## config.mk

```make
export PLATFORM = sky130hd
export DESIGN_NAME = dmem_arbiter
export DESIGN_NICKNAME = d
export VERILOG_FILES = /design/src/rtl/dmem_arbiter.sv
export SDC_FILE = /design/constraint.sdc
export NUM_CORES = 1
export LEC_CHECK = 0
export CAP_MARGIN = 25
export CELL_PAD_IN_SITES_DETAIL_PLACEMENT = 1
export CELL_PAD_IN_SITES_GLOBAL_PLACEMENT = 2
export CORE_MARGIN = 2
export CORE_UTILIZATION = 24
export DETAILED_ROUTE_END_ITERATION = 12
export PLACE_DENSITY = 0.86
export SYNTH_ARGS = -nofsm -noshare
export SYNTH_HDL_FRONTEND = slang
export SYNTH_SLANG_ARGS = --single-unit
```

## constraint.sdc

```tcl
create_clock -name clk -period 2 [get_ports clk]
set_clock_uncertainty 0.15 [all_clocks]
set_input_delay 0.6 -clock clk [delete_from_list [all_inputs] [get_ports clk]]
set_output_delay 0.6 -clock clk [all_outputs]
set_load 0.03 [all_outputs]
```

## src/rtl/dmem_arbiter.sv

```systemverilog
// dmem_arbiter
// Shares one single-port data memory between the core load/store path (c_*)
// and the test/program loader (l_*). A request is latched in IDLE, the memory
// strobe is driven for one cycle in ACCESS, reads wait out READ_LAT cycles in
// WAIT, and DONE returns a one-cycle ack to the winner. Ties between the two
// requesters alternate round-robin, starting with the core after reset.
//
// Handshake: a requester raises req with we/addr/wdata stable and holds all of
// them until it sees ack (a single-cycle pulse). In the cycle after ack it may
// drop req or present a new request. Values changed while req is pending are
// ignored once latched; a req dropped before it is granted is simply lost.
//
// state_dbg exposes the FSM encoding: 0 IDLE, 1 ACCESS, 2 WAIT, 3 DONE.

module dmem_arbiter #(
    parameter int AW       = 8,
    parameter int DW       = 8,
    parameter int READ_LAT = 1
) (
    input  logic          clk,
    input  logic          reset,

    // core load/store port
    input  logic          c_req,
    input  logic          c_we,
    input  logic [AW-1:0] c_addr,
    input  logic [DW-1:0] c_wdata,
    output logic          c_ack,
    output logic [DW-1:0] c_rdata,

    // loader port
    input  logic          l_req,
    input  logic          l_we,
    input  logic [AW-1:0] l_addr,
    input  logic [DW-1:0] l_wdata,
    output logic          l_ack,
    output logic [DW-1:0] l_rdata,

    // data memory side
    output logic          mem_read,
    output logic          mem_write,
    output logic [AW-1:0] mem_addr,
    output logic [DW-1:0] mem_wdata,
    input  logic [DW-1:0] mem_rdata,

    // status / debug
    output logic          busy,
    output logic [1:0]    state_dbg
);

    typedef enum logic [1:0] {
        S_IDLE   = 2'd0,
        S_ACCESS = 2'd1,
        S_WAIT   = 2'd2,
        S_DONE   = 2'd3
    } state_t;

    // Requester identity, used both for the latched winner and last_grant.
    localparam logic ID_CORE = 1'b0;
    localparam logic ID_LDR  = 1'b1;

    // The WAIT counter runs 0 .. READ_LAT-1. With READ_LAT of 0 or 1 a single
    // bit is enough (and WAIT is never entered when READ_LAT is 0).
    localparam int CW     = (READ_LAT > 1) ? $clog2(READ_LAT) : 1;
    localparam int LAT_M1 = (READ_LAT > 0) ? (READ_LAT - 1) : 0;

    state_t          state_q;
    state_t          state_d;

    logic            last_grant_q;
    logic            win_id_q;
    logic            we_q;
    logic [AW-1:0]   addr_q;
    logic [DW-1:0]   wdata_q;
    logic [DW-1:0]   c_rdata_q;
    logic [DW-1:0]   l_rdata_q;
    logic [CW-1:0]   wait_cnt_q;

    logic            any_req;
    logic            pick_ldr;
    logic            wait_last;
    logic            capture_en;

    // Arbitration: a lone requester wins; on a tie the one that was not
    // granted last time wins. last_grant resets to the loader so the first
    // tie goes to the core.
    always_comb begin
        any_req  = c_req | l_req;
        pick_ldr = l_req & (~c_req | (last_grant_q == ID_CORE));
    end

    // End of the read-latency window and the cycle in which mem_rdata is taken.
    always_comb begin
        wait_last  = (wait_cnt_q == CW'(LAT_M1));
        capture_en = 1'b0;
        if (state_q == S_ACCESS && !we_q && READ_LAT == 0) begin
            capture_en = 1'b1;
        end else if (state_q == S_WAIT && wait_last) begin
            capture_en = 1'b1;
        end
    end

    // FSM state register.
    always_ff @(posedge clk or negedge reset) begin
        if (!reset) begin
            state_q <= S_IDLE;
        end else begin
            state_q <= state_d;
        end
    end

    // FSM next-state logic.
    always_comb begin
        state_d = state_q;
        unique case (state_q)
            S_IDLE: begin
                if (any_req) begin
                    state_d = S_ACCESS;
                end
            end
            S_ACCESS: begin
                if (we_q || READ_LAT == 0) begin
                    state_d = S_DONE;
                end else begin
                    state_d = S_WAIT;
                end
            end
            S_WAIT: begin
                if (wait_last) begin
                    state_d = S_DONE;
                end
            end
            S_DONE: begin
                state_d = S_IDLE;
            end
            default: begin
                state_d = S_IDLE;
            end
        endcase
    end

    // FSM outputs: memory strobes/address only in ACCESS/WAIT, ack only in DONE.
    always_comb begin
        mem_read  = 1'b0;
        mem_write = 1'b0;
        mem_addr  = '0;
        mem_wdata = '0;
        c_ack     = 1'b0;
        l_ack     = 1'b0;
        unique case (state_q)
            S_ACCESS: begin
                mem_addr = addr_q;
                if (we_q) begin
                    mem_write = 1'b1;
                    mem_wdata = wdata_q;
                end else begin
                    mem_read  = 1'b1;
                end
            end
            S_WAIT: begin
                mem_addr = addr_q;
            end
            S_DONE: begin
                c_ack = (win_id_q == ID_CORE);
                l_ack = (win_id_q == ID_LDR);
            end
            default: begin
            end
        endcase
    end

    // Status outputs derived straight from the state register.
    always_comb begin
        busy      = (state_q != S_IDLE);
        state_dbg = state_q;
    end

    // Latch the winning request when leaving IDLE.
    always_ff @(posedge clk or negedge reset) begin
        if (!reset) begin
            win_id_q <= ID_CORE;
            we_q     <= 1'b0;
            addr_q   <= '0;
            wdata_q  <= '0;
        end else if (state_q == S_IDLE && any_req) begin
            if (pick_ldr) begin
                win_id_q <= ID_LDR;
                we_q     <= l_we;
                addr_q   <= l_addr;
                wdata_q  <= l_wdata;
            end else begin
                win_id_q <= ID_CORE;
                we_q     <= c_we;
                addr_q   <= c_addr;
                wdata_q  <= c_wdata;
            end
        end
    end

    // Read-latency counter: counts while in WAIT, cleared everywhere else.
    always_ff @(posedge clk or negedge reset) begin
        if (!reset) begin
            wait_cnt_q <= '0;
        end else if (state_q == S_WAIT) begin
            wait_cnt_q <= wait_cnt_q + CW'(1);
        end else begin
            wait_cnt_q <= '0;
        end
    end

    // Capture read data into the winner's register only; the loser's is held.
    always_ff @(posedge clk or negedge reset) begin
        if (!reset) begin
            c_rdata_q <= '0;
            l_rdata_q <= '0;
        end else if (capture_en) begin
            if (win_id_q == ID_LDR) begin
                l_rdata_q <= mem_rdata;
            end else begin
                c_rdata_q <= mem_rdata;
            end
        end
    end

    // Remember who was served last; updated as the ack is issued.
    always_ff @(posedge clk or negedge reset) begin
        if (!reset) begin
            last_grant_q <= ID_LDR;
        end else if (state_q == S_DONE) begin
            last_grant_q <= win_id_q;
        end
    end

    // Read data registers drive the ports directly.
    always_comb begin
        c_rdata = c_rdata_q;
        l_rdata = l_rdata_q;
    end

endmodule

```

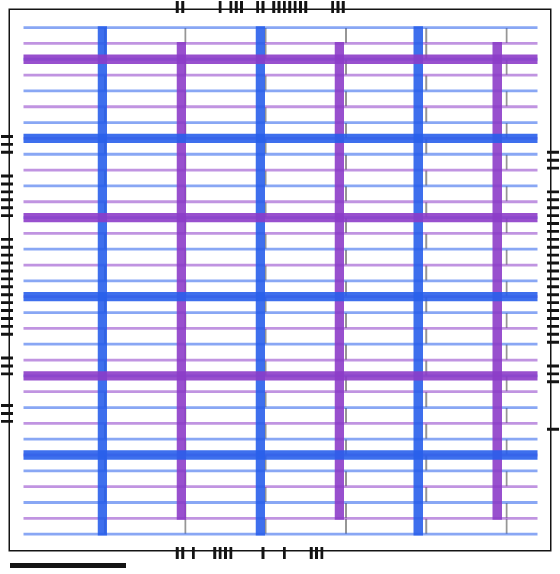
**Above:** power grid.
The bar under the picture is 20 µm long. Pins as bars on the die edge. Tap cells in gray.
legend:
  purple:
    net: VDD
  blue:
    net: VSS
met4 straps: 6
rows: 32
CORE AREA: 0.00769 mm²
die x size: 92.8 µm
peak supply drop: 697 µV
die height: 92.8 µm

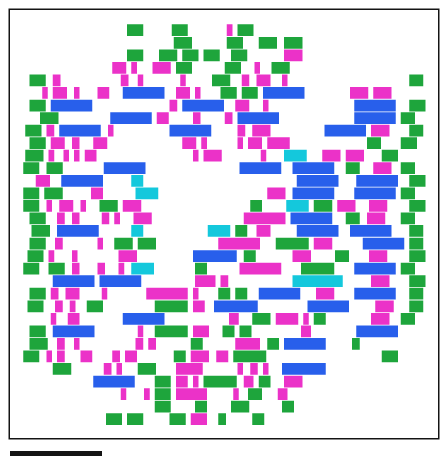
**Above:** placement by cell class.
The bar under the picture is 20 µm long.
legend:
  green:
    class: other buffers and delay cells
    cells: 104
  blue:
    class: flip-flops
    cells: 38
  cyan:
    class: clock drivers and dummy loads
    cells: 8
  magenta:
    class: all other logic
    cells: 130
placement row count: 32
flop share of the area: 29.4%

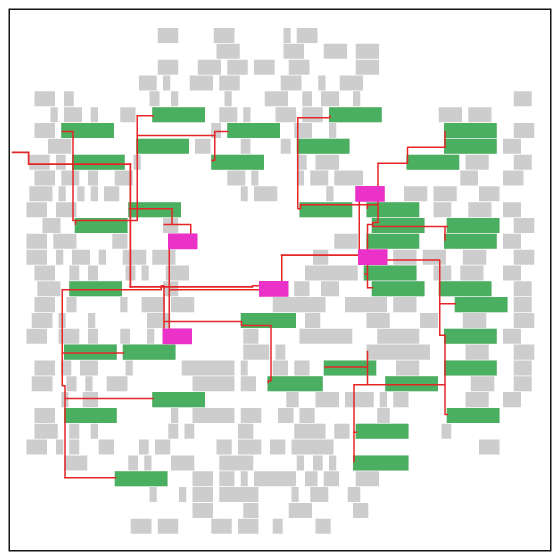
**Above:** routed clock nets over the placement.
legend:
  magenta:
    item: cells driving clock nets
    count: 5
  green:
    item: flip-flops
    count: 38
  red:
    item: clock wires
    length: 525 µm
routed clock nets: 6
clk pwr: 0.650 mW
clk ins delay skew pair: 0.29 ns
Clk pwr share: 11.2%

==> flow_summary.json <==
{
  "cpPeakStageDelay_ns": 0.45,
  "finalPower_mw": 5.79,
  "cts_buffers": 5,
  "p_sw_mw": 2.50,
  "status": "finished with violations",
  "setup-violations-final": 19,
  "grt_pass1_vias": 1867,
  "stdcell_count": 382,
  "p_leak_nw": 1.40,
  "powerSeq_mw": 1.44,
  "yosysSeqAreaShare_pct": 50.3,
  "wl_um": 5740,
  "lay_top_count": "clkdlybuf4s50_1",
  "synth_flops": 38,
  "rsz0062_at_grt": "yes",
  "top_cells_by_count": "dfrtp_1 (37), a21oi_1 (23), nand2_1 (19), nor2_1 (19), mux2_2 (17)",
  "num_antenna_cells": 0,
  "edf_count": 0,
  "synth.cell_area_mm2": 0.00189,
  "max_freq_mhz": 463,
  "combPwrFrac_pct": 63.9,
  "worst_slack_ns": -0.162,
  "wl_met2_um": 2920,
  "most_common_cell": "dfrtp_1",
  "cp-end-kind": "primary output",
  "nets": 331,
  "n_tap_cell": 102,
  "crit_type": "flip-flop to primary output",
  "grt-ovfl-total": 0,
  "grtUsageMet2_pct": 24.9,
  "violations": "setup timing",
  "relSlewSlack_pct": 68.8,
  "grt_util_all_layers_pct": 13.8,
  "critPathCapture": "mem_addr[5]",
  "path_delay_family": "flip-flops",
  "cts_max_level": 2,
  "largest_class": "non-clock buffers"
}
No activity file was given, so power comes from the tool's default toggle rates.
